Fig. 1: run 1, selected gate families
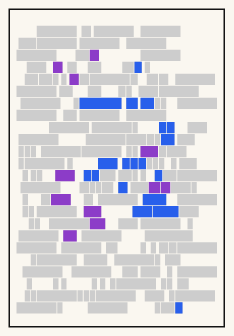
Fig. 2: run 1, the metal 2 layer
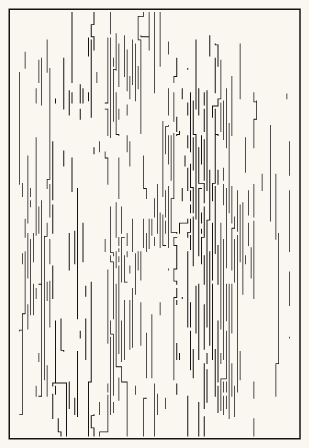
Fig. 3: run 1, the clock network
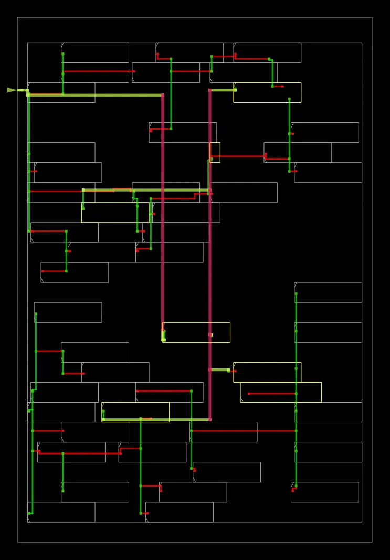
`src/rtl/frame_aligner_param.sv`:
```
// rtl/frame_aligner_param.sv - parametrised two-header byte-stream frame aligner
//
// Hunts for either of two 2-byte header patterns in a one-byte-per-clock
// stream. It confirms lock after LOCK_CNT on-period headers. It flywheels
// through up to UNLOCK_CNT-1 consecutive missed headers. While locked it
// delivers aligned payload bytes.
//
// Ports:
//   clk               rising-edge clock
//   reset_n           asynchronous active-low reset
//   rx_data           received byte, valid every cycle
//   fr_byte_position  predicted frame index of the byte on rx_data
//   frame_detect      lock indication
//   hdr_type          type of the last matched header (0: HDR1, 1: HDR2)
//   pay_valid         pay_data holds an aligned payload byte
//   pay_data          payload byte (holds its value when pay_valid is low)
//   pay_first         payload byte 0 marker
//   pay_last          payload byte PAYLOAD_LEN-1 marker
//   lock_lost         one-cycle pulse when lock drops
//   hdr_err_cnt       saturating count of missed headers while locked
module frame_aligner_param #(
  parameter int                DATA_W      = 8,
  parameter int                PAYLOAD_LEN = 10,
  parameter int                LOCK_CNT    = 3,
  parameter int                UNLOCK_CNT  = 4,
  parameter logic [DATA_W-1:0] HDR1_LSB    = 8'hAA,
  parameter logic [DATA_W-1:0] HDR1_MSB    = 8'hAF,
  parameter logic [DATA_W-1:0] HDR2_LSB    = 8'h55,
  parameter logic [DATA_W-1:0] HDR2_MSB    = 8'hBA,
  // Derived from PAYLOAD_LEN; do not override.
  parameter int                POS_W       = $clog2(PAYLOAD_LEN + 2)
) (
  input  logic              clk,
  input  logic              reset_n,
  input  logic [DATA_W-1:0] rx_data,
  output logic [POS_W-1:0]  fr_byte_position,
  output logic              frame_detect,
  output logic              hdr_type,
  output logic              pay_valid,
  output logic [DATA_W-1:0] pay_data,
  output logic              pay_first,
  output logic              pay_last,
  output logic              lock_lost,
  output logic [7:0]        hdr_err_cnt
);

  localparam int FRAME_LEN = PAYLOAD_LEN + 2;
  localparam int GW        = $clog2(LOCK_CNT + 1);
  localparam int MW        = $clog2(UNLOCK_CNT + 1);

  localparam logic [POS_W-1:0] LAST_POS    = POS_W'(FRAME_LEN - 1);
  localparam logic [POS_W-1:0] CHECK_POS   = POS_W'(1);
  localparam logic [POS_W-1:0] FIRST_PAY   = POS_W'(2);
  // Counter values that become LOCK_CNT / UNLOCK_CNT after this cycle's increment.
  localparam logic [GW-1:0]    LOCK_LAST   = GW'(LOCK_CNT - 1);
  localparam logic [MW-1:0]    UNLOCK_LAST = MW'(UNLOCK_CNT - 1);

  typedef enum logic [1:0] {HUNT, CONFIRM, LOCKED} state_t;

  state_t            state_q, state_d;
  logic [DATA_W-1:0] prev_q;
  logic              prev_valid_q;
  logic [POS_W-1:0]  pos_q, pos_d;
  logic [GW-1:0]     good_q, good_d;
  logic [MW-1:0]     miss_q, miss_d;
  logic              fd_q, fd_d;
  logic              ht_q, ht_d;
  logic              lost_q, lost_d;
  logic [7:0]        err_q, err_d;
  logic              pv_q, pv_d;
  logic [DATA_W-1:0] pd_q, pd_d;
  logic              pf_q, pf_d;
  logic              pl_q, pl_d;

  logic m1, m2, match, match_type, check, in_pay;

  always_comb begin
    // Header 1 wins if both patterns could match at once.
    m1         = prev_valid_q && (prev_q == HDR1_LSB) && (rx_data == HDR1_MSB);
    m2         = prev_valid_q && (prev_q == HDR2_LSB) && (rx_data == HDR2_MSB);
    match      = m1 || m2;
    match_type = !m1;
    check      = (pos_q == CHECK_POS);

    state_d = state_q;
    pos_d   = (pos_q == LAST_POS) ? '0 : pos_q + POS_W'(1);
    good_d  = good_q;
    miss_d  = miss_q;
    fd_d    = fd_q;
    ht_d    = ht_q;
    lost_d  = 1'b0;
    err_d   = err_q;

    // Payload is driven off the pre-update state, so bytes keep flowing
    // through missed headers until lock actually drops.
    in_pay = (state_q == LOCKED) && (pos_q >= FIRST_PAY);
    pv_d   = in_pay;
    pd_d   = in_pay ? rx_data : pd_q;
    pf_d   = in_pay && (pos_q == FIRST_PAY);
    pl_d   = in_pay && (pos_q == LAST_POS);

    unique case (state_q)
      HUNT: begin
        pos_d = '0;
        if (match) begin
          pos_d  = FIRST_PAY;
          good_d = GW'(1);
          ht_d   = match_type;
          if (LOCK_CNT == 1) begin
            state_d = LOCKED;
            fd_d    = 1'b1;
          end else begin
            state_d = CONFIRM;
          end
        end
      end
      CONFIRM: begin
        if (check) begin
          if (match) begin
            good_d = good_q + GW'(1);
            ht_d   = match_type;
            if (good_q == LOCK_LAST) begin
              state_d = LOCKED;
              fd_d    = 1'b1;
            end
          end else begin
            state_d = HUNT;
            pos_d   = '0;
            good_d  = '0;
          end
        end
      end
      LOCKED: begin
        if (check) begin
          if (match) begin
            miss_d = '0;
            ht_d   = match_type;
          end else begin
            miss_d = miss_q + MW'(1);
            if (err_q != 8'hFF) err_d = err_q + 8'd1;
            if (miss_q == UNLOCK_LAST) begin
              state_d = HUNT;
              fd_d    = 1'b0;
              lost_d  = 1'b1;
              pos_d   = '0;
              miss_d  = '0;
            end
          end
        end
      end
      default: begin
        state_d = HUNT;
        pos_d   = '0;
      end
    endcase
  end

  always_ff @(posedge clk or negedge reset_n) begin
    if (!reset_n) begin
      state_q      <= HUNT;
      prev_q       <= '0;
      prev_valid_q <= 1'b0;
      pos_q        <= '0;
      good_q       <= '0;
      miss_q       <= '0;
      fd_q         <= 1'b0;
      ht_q         <= 1'b0;
      lost_q       <= 1'b0;
      err_q        <= '0;
      pv_q         <= 1'b0;
      pd_q         <= '0;
      pf_q         <= 1'b0;
      pl_q         <= 1'b0;
    end else begin
      state_q      <= state_d;
      prev_q       <= rx_data;
      prev_valid_q <= 1'b1;
      pos_q        <= pos_d;
      good_q       <= good_d;
      miss_q       <= miss_d;
      fd_q         <= fd_d;
      ht_q         <= ht_d;
      lost_q       <= lost_d;
      err_q        <= err_d;
      pv_q         <= pv_d;
      pd_q         <= pd_d;
      pf_q         <= pf_d;
      pl_q         <= pl_d;
    end
  end

  assign fr_byte_position = pos_q;
  assign frame_detect     = fd_q;
  assign hdr_type         = ht_q;
  assign pay_valid        = pv_q;
  assign pay_data         = pd_q;
  assign pay_first        = pf_q;
  assign pay_last         = pl_q;
  assign lock_lost        = lost_q;
  assign hdr_err_cnt      = err_q;

endmodule

```
`config.mk`:
```
export PLATFORM = sky130hd
export DESIGN_NAME = frame_aligner_param
export DESIGN_NICKNAME = d
export VERILOG_FILES = /design/src/rtl/frame_aligner_param.sv
export SDC_FILE = /design/constraint.sdc
export NUM_CORES = 1
export LEC_CHECK = 0
export CORE_ASPECT_RATIO = 1.5
export CORE_UTILIZATION = 60
export CTS_BUF_LIST = sky130_fd_sc_hd__clkbuf_16
export CTS_CLUSTER_DIAMETER = 150
export DETAILED_ROUTE_END_ITERATION = 12
export DONT_BUFFER_PORTS = 1
export PLACE_DENSITY = 0.76
export SYNTH_ARGS = -nofsm -noshare
export SYNTH_HDL_FRONTEND = slang
export SYNTH_SLANG_ARGS = --single-unit
```
`constraint.sdc`:
```
create_clock -name clk -period 3.9 [get_ports clk]
set_input_delay 1.17 -clock clk [delete_from_list [all_inputs] [get_ports clk]]
set_output_delay 1.17 -clock clk [all_outputs]
set_load 0.01 [all_outputs]
```
==> results.sh, run 1 <==
# flow metrics
export IMPL_reg2reg_to="state_q[0]$_DFFE_PN0P_"
export IMPL_wl_met3_um=142
export IMPL_reg2reg_depth=6
export IMPL_cts_made_buffers=5
export IMPL_fin_area_mm2=0.002140
export IMPL_netlist_area_leader_share=0.5447
export IMPL_clkTransAtPathRegs_ps=60
export IMPL_use_met1=0.2367
export IMPL_async_flop_share=1.000
export IMPL_critPathSlowestCell="o22ai_2"
export IMPL_ctsLongestPathBuffers=2
export IMPL_ys_cells=172
export IMPL_cts_resized=0
export IMPL_critPathBufInv=0
export IMPL_timing_final_crit_share=0.6609
export IMPL_critPathKind="in2reg"
export IMPL_grt_usage=0.2303
export IMPL_cp_start_kind="input port"
export IMPL_clock_root_buffer="clkbuf_16"
export IMPL_worstSetupPathDepth=5
export IMPL_final_core_util=0.7197
export IMPL_core_area_mm2=0.002973
export IMPL_grt_busiest_layer="met2"
export IMPL_post_dp_hpwl_mm=2.481
export IMPL_yosys_area_mm2=0.001929
export IMPL_finalSetupViolations=0
export IMPL_yosys_warnings=0
export IMPL_cts_htree_levels=2
export IMPL_finalSetupTns_ps=0
export IMPL_cts_tree="yes"
export IMPL_holdWs_ps=496.1
export IMPL_postCtsSetupRepairBufs=0
export IMPL_flop_cell="dfrtp_1"
export IMPL_status="completed"
export IMPL_cpLargestDelayFamily="AND-OR/OR-AND gates"
export IMPL_peakVddDrop_mv=0.4216
export IMPL_routabilityCongestion=0.9167
export IMPL_lay_top_cells="dfrtp_1 (42), nand2_1 (36), ha_1 (10), nor2_1 (9)"
export IMPL_required_ps=4060
export IMPL_drt_pass1_iter_count=4
export IMPL_crit_path_end="state_q[0]$_DFFE_PN0P_"
export IMPL_regArea_mm2=0.001051
export IMPL_hold_viol=0
export IMPL_synth_flop_count=42
export IMPL_p_per_area_mw_per_mm2=532.6
export IMPL_hold_buffers=0
export IMPL_finalPower_mw=1.139
export IMPL_place_inst=211
export IMPL_nFillCells=206
About Fig. 1:
AND and OR gates: drawn in purple, cells 11. inverting AOI/OAI gates: drawn in blue, cells 19.
Layout Cells excl Fill: 218
combinational share of cell area: 0.3942
Commonest Layout Cell: dfrtp_1

About Fig. 2:
The wires run mostly vertical. 168 nets have wire on it. The layer holds 55% of the routed length. The layer carries 1880 um of wire. The longest straight run is 32.6 um.
Vias: 1287
Post-Route WL: 3.453 mm

About Fig. 3:
clock skew: 3.100 ps
clock latency on the worst-skew pair: 280 ps
Clock Sinks: 42

-- run 1: power by group --
group | total [mW] | internal, mW | switching [mW] | leakage (nW)
Clock | 0.442 | 0.295 | 0.147 | 0.0773
Combinational | 0.199 | 0.0842 | 0.115 | 0.408
Sequential | 0.498 | 0.461 | 0.0368 | 0.505
Total | 1.14 | 0.841 | 0.298 | 0.991
-- run 1: kinds of logic (layout without fill, tap and decap cells) --
group | after synthesis | in the layout | share of synthesized area
AND/OR/NAND/NOR | 73 | 73 | 0.1984
flip-flops | 42 | 42 | 0.5447
AND-OR/OR-AND | 24 | 24 | 0.1070
adder cells (fa/ha/maj) | 10 | 10 | 0.06485
buffers and inverters | 9 | 16 | 0.01816
XOR/XNOR | 8 | 8 | 0.03632
multiplexers | 5 | 5 | 0.02853
other | 1 | 1 | 0.001944
==> inputs of run 2 (changes only) <==
--- a/config.mk
+++ b/config.mk
@@ -6,12 +6,12 @@
 export NUM_CORES = 1
 export LEC_CHECK = 0
 export CORE_ASPECT_RATIO = 1.5
-export CORE_UTILIZATION = 60
+export CORE_UTILIZATION = 56
 export CTS_BUF_LIST = sky130_fd_sc_hd__clkbuf_16
 export CTS_CLUSTER_DIAMETER = 150
 export DETAILED_ROUTE_END_ITERATION = 12
 export DONT_BUFFER_PORTS = 1
-export PLACE_DENSITY = 0.76
+export PLACE_DENSITY = 0.74
 export SYNTH_ARGS = -nofsm -noshare
 export SYNTH_HDL_FRONTEND = slang
 export SYNTH_SLANG_ARGS = --single-unit
==> constraint.sdc (replaced) <==
create_clock -name clk -period 2.14 [get_ports clk]
set_input_delay 0.642 -clock clk [delete_from_list [all_inputs] [get_ports clk]]
set_output_delay 0.642 -clock clk [all_outputs]
set_load 0.01 [all_outputs]
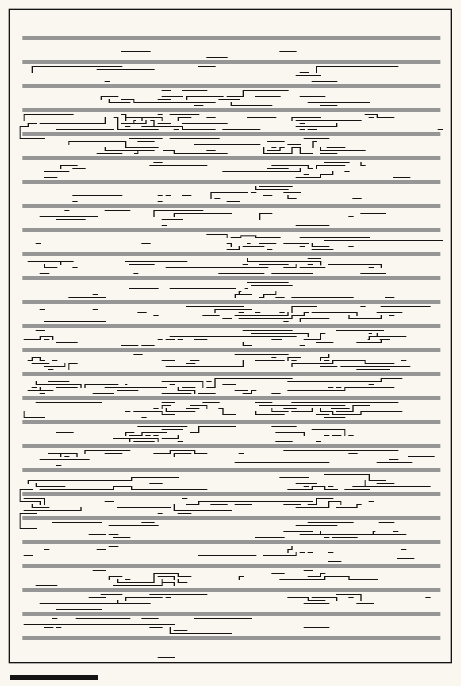
Fig. 4. Metal 1 (run 2).
Scale bar: 10 um. Supply wires on this layer in grey.
The layer holds 37% of the routed length. The longest straight run is 17.0 um. 187 nets have wire on it. The wires run mostly horizontal. The layer carries 1370 um of wire.
Vias: 1369
Post-Route WL: 3.727 mm

==> results.sh, run 2 <==
# flow metrics
export IMPL_cts_tree="yes"
export IMPL_place_inst=223
export IMPL_cp_start_kind="register"
export IMPL_peakVddDrop_mv=0.7667
export IMPL_timing_final_crit_share=0.9569
export IMPL_clock_power_share=0.421
export IMPL_crit_path_end="state_q[1]$_DFFE_PN0P_"
export IMPL_nFillCells=241
export IMPL_status="completed"
export IMPL_finalSetupTns_ps=0
export IMPL_cts_resized=0
export IMPL_clkTransAtPathRegs_ps=60
export IMPL_holdWs_ps=58.91
export IMPL_required_ps=2290
export IMPL_yosys_area_mm2=0.001929
export IMPL_clock_latency_ps=280
export IMPL_cts_htree_levels=2
export IMPL_layout_top_cell="dfrtp_1"
export IMPL_p_clk_mw=0.943
export IMPL_flop_cell="dfrtp_1"
export IMPL_finalPower_mw=2.242
export IMPL_power_internal_mw=1.682
export IMPL_routabilityCongestion=0.9342
export IMPL_grt_usage=0.2391
export IMPL_use_met1=0.2348
export IMPL_synth_flop_count=42
export IMPL_yosys_warnings=0
export IMPL_critPathKind="reg2reg"
export IMPL_critPathSlowestCell="dfrtp_1"
export IMPL_power_switching_mw=0.5593
export IMPL_clock_root_buffer="clkbuf_16"
export IMPL_post_dp_hpwl_mm=2.794
export IMPL_final_instance_count_excl_fill=231
export IMPL_regArea_mm2=0.001051
export IMPL_worstSetupPathDepth=6
export IMPL_critPathBufInv=0
export IMPL_combinationalPowerShare=0.191
export IMPL_cpLargestDelayFamily="simple AND/OR/NAND/NOR gates"
export IMPL_async_flop_share=1.000
export IMPL_switching_share=0.2495
export IMPL_cts_made_buffers=5
export IMPL_pg_seq_mw=0.871
export IMPL_drt_pass1_iter_count=4
export IMPL_hold_viol=0
export IMPL_p_per_area_mw_per_mm2=986.0
export IMPL_finalSetupViolations=0
export IMPL_lay_top_cells="dfrtp_1 (42), nand2_1 (36), buf_4 (11), ha_1 (10), nor2_1 (9)"
export IMPL_ys_cells=172
export IMPL_fin_area_mm2=0.002273
run 2: cell types whose count changed in the layout (fill, tap and decap cells not counted), sizes merged:
| cell | change |
|---|---|
| bufinv | +1 |
| buf | +11 |
run 2: final cells by class:
| class | count | area share |
|---|---|---|
| timing repair buffer | 12 | 0.04513 |
| multi-input combinational | 121 | 0.3742 |
| clock buffer | 5 | 0.05504 |
| sequential | 42 | 0.4623 |
| inverter | 8 | 0.01321 |
| clock inverter | 3 | 0.02807 |
| tap | 40 | 0.02201 |
run 2: kinds of logic after synthesis:
logic type               Yosys count  synth area share
XOR/XNOR                           8           0.03632
AND/OR/NAND/NOR                   73            0.1984
multiplexers                       5           0.02853
flip-flops                        42            0.5447
other                              1          0.001944
buffers and inverters              9           0.01816
AND-OR/OR-AND                     24            0.1070
adder cells (fa/ha/maj)           10           0.06485
==> inputs of run 3 (changes only) <==
--- a/config.mk
+++ b/config.mk
@@ -15,3 +15,4 @@
 export SYNTH_ARGS = -nofsm -noshare
 export SYNTH_HDL_FRONTEND = slang
 export SYNTH_SLANG_ARGS = --single-unit
+export TNS_END_PERCENT = 50
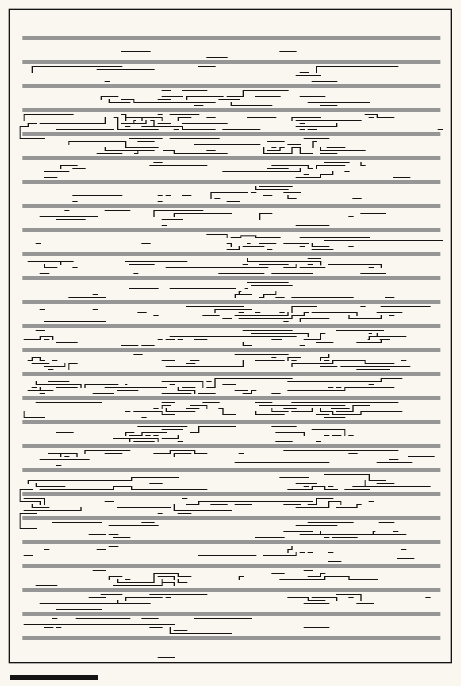
Fig. 5. Metal 1 (run 3).
Scale bar: 10 um. Supply wires on this layer in grey.
The layer carries 1370 um of wire. The wires run mostly horizontal. The longest straight run is 17.0 um. 187 nets have wire on it.
met1 GRT Util: 0.2348

==> results.sh, run 3 <==
# flow metrics
export IMPL_cts_resized=0
export IMPL_drt_pass1_iter_count=4
export IMPL_ys_seq_frac=0.5447
export IMPL_finalSetupViolations=0
export IMPL_p_per_area_mw_per_mm2=986.0
export IMPL_clock_power_share=0.421
export IMPL_cts_tree="yes"
export IMPL_post_dp_hpwl_mm=2.794
export IMPL_lay_top_cells="dfrtp_1 (42), nand2_1 (36), buf_4 (11), ha_1 (10), nor2_1 (9)"
export IMPL_yosys_area_mm2=0.001929
export IMPL_worstSetupPathDepth=6
export IMPL_drc=0
export IMPL_place_area_mm2=0.002085
export IMPL_routabilityCongestion=0.9342
export IMPL_p_clk_mw=0.943
export IMPL_async_flop_share=1.000
export IMPL_comb_share=0.3742
export IMPL_n_all_inverters=8
export IMPL_cts_made_buffers=5
export IMPL_switching_share=0.2495
export IMPL_clock_latency_ps=280
export IMPL_signal_buffers=12
export IMPL_netlist_area_leader_share=0.5447
export IMPL_cts_htree_levels=2
export IMPL_clkTransAtPathRegs_ps=60
export IMPL_well_tap_count=40
export IMPL_peakVddDrop_mv=0.7667
export IMPL_logic_area_um2=850.8
export IMPL_nonClkBufAreaFrac=0.04513
export IMPL_drt_wl_total_mm=3.727
export IMPL_clock_root_buffer="clkbuf_16"
export IMPL_critPathKind="reg2reg"
export IMPL_regArea_mm2=0.001051
export IMPL_combinationalPowerShare=0.191
export IMPL_cpLargestDelayFamily="simple AND/OR/NAND/NOR gates"
export IMPL_power_switching_mw=0.5593
export IMPL_clock_area_frac=0.08310
export IMPL_clkbuf_count=5
export IMPL_fin_area_mm2=0.002273
export IMPL_synth_flop_count=42
export IMPL_design_seq_count=42
export IMPL_cp_start_kind="register"
export IMPL_overflow=0
export IMPL_holdWs_ps=58.91
export IMPL_comb_cells=121
export IMPL_final_instance_count_excl_fill=231
export IMPL_finalSetupTns_ps=0
export IMPL_critPathBufInv=0
export IMPL_grt_usage=0.2391
export IMPL_hold_viol=0
export IMPL_crit_path_end="state_q[1]$_DFFE_PN0P_"
export IMPL_place_inst=223
export IMPL_fmax_ghz=0.4883
export IMPL_critPathSlowestCell="dfrtp_1"
export IMPL_pg_seq_mw=0.871
export IMPL_sh_seq_area=0.4623
export IMPL_nFillCells=241
export IMPL_required_ps=2290
export IMPL_ys_cells=172
export IMPL_largest_cell_class="sequential cells"
export IMPL_finalPower_mw=2.242
export IMPL_status="completed"
export IMPL_flop_cell="dfrtp_1"
==> run 3: cells by family after synthesis <==
family,after synthesis,share of synthesized area
AND-OR/OR-AND,24,0.1070
flip-flops,42,0.5447
AND/OR/NAND/NOR,73,0.1984
other,1,0.001944
multiplexers,5,0.02853
buffers and inverters,9,0.01816
XOR/XNOR,8,0.03632
adder cells (fa/ha/maj),10,0.06485
==> run 3: metal layers <==
metal / vias to the layer above / part of all wire
met5: - / 0
met4: 0 / 0.026
met3: 12 / 0.049
met2: 45 / 0.56
met1: 678 / 0.37
li1: 634 / -
==> run 3: what timing repair did <==
| action | in CTS | in global routing |
|---|---|---|
| setup endpoints to repair | 0 | 2 |
| setup buffers | 0 | 0 |
| hold buffers | 0 | 0 |
| endpoints found under the hold margin | 0 | 0 |
Power and IR drop assume default switching activity.
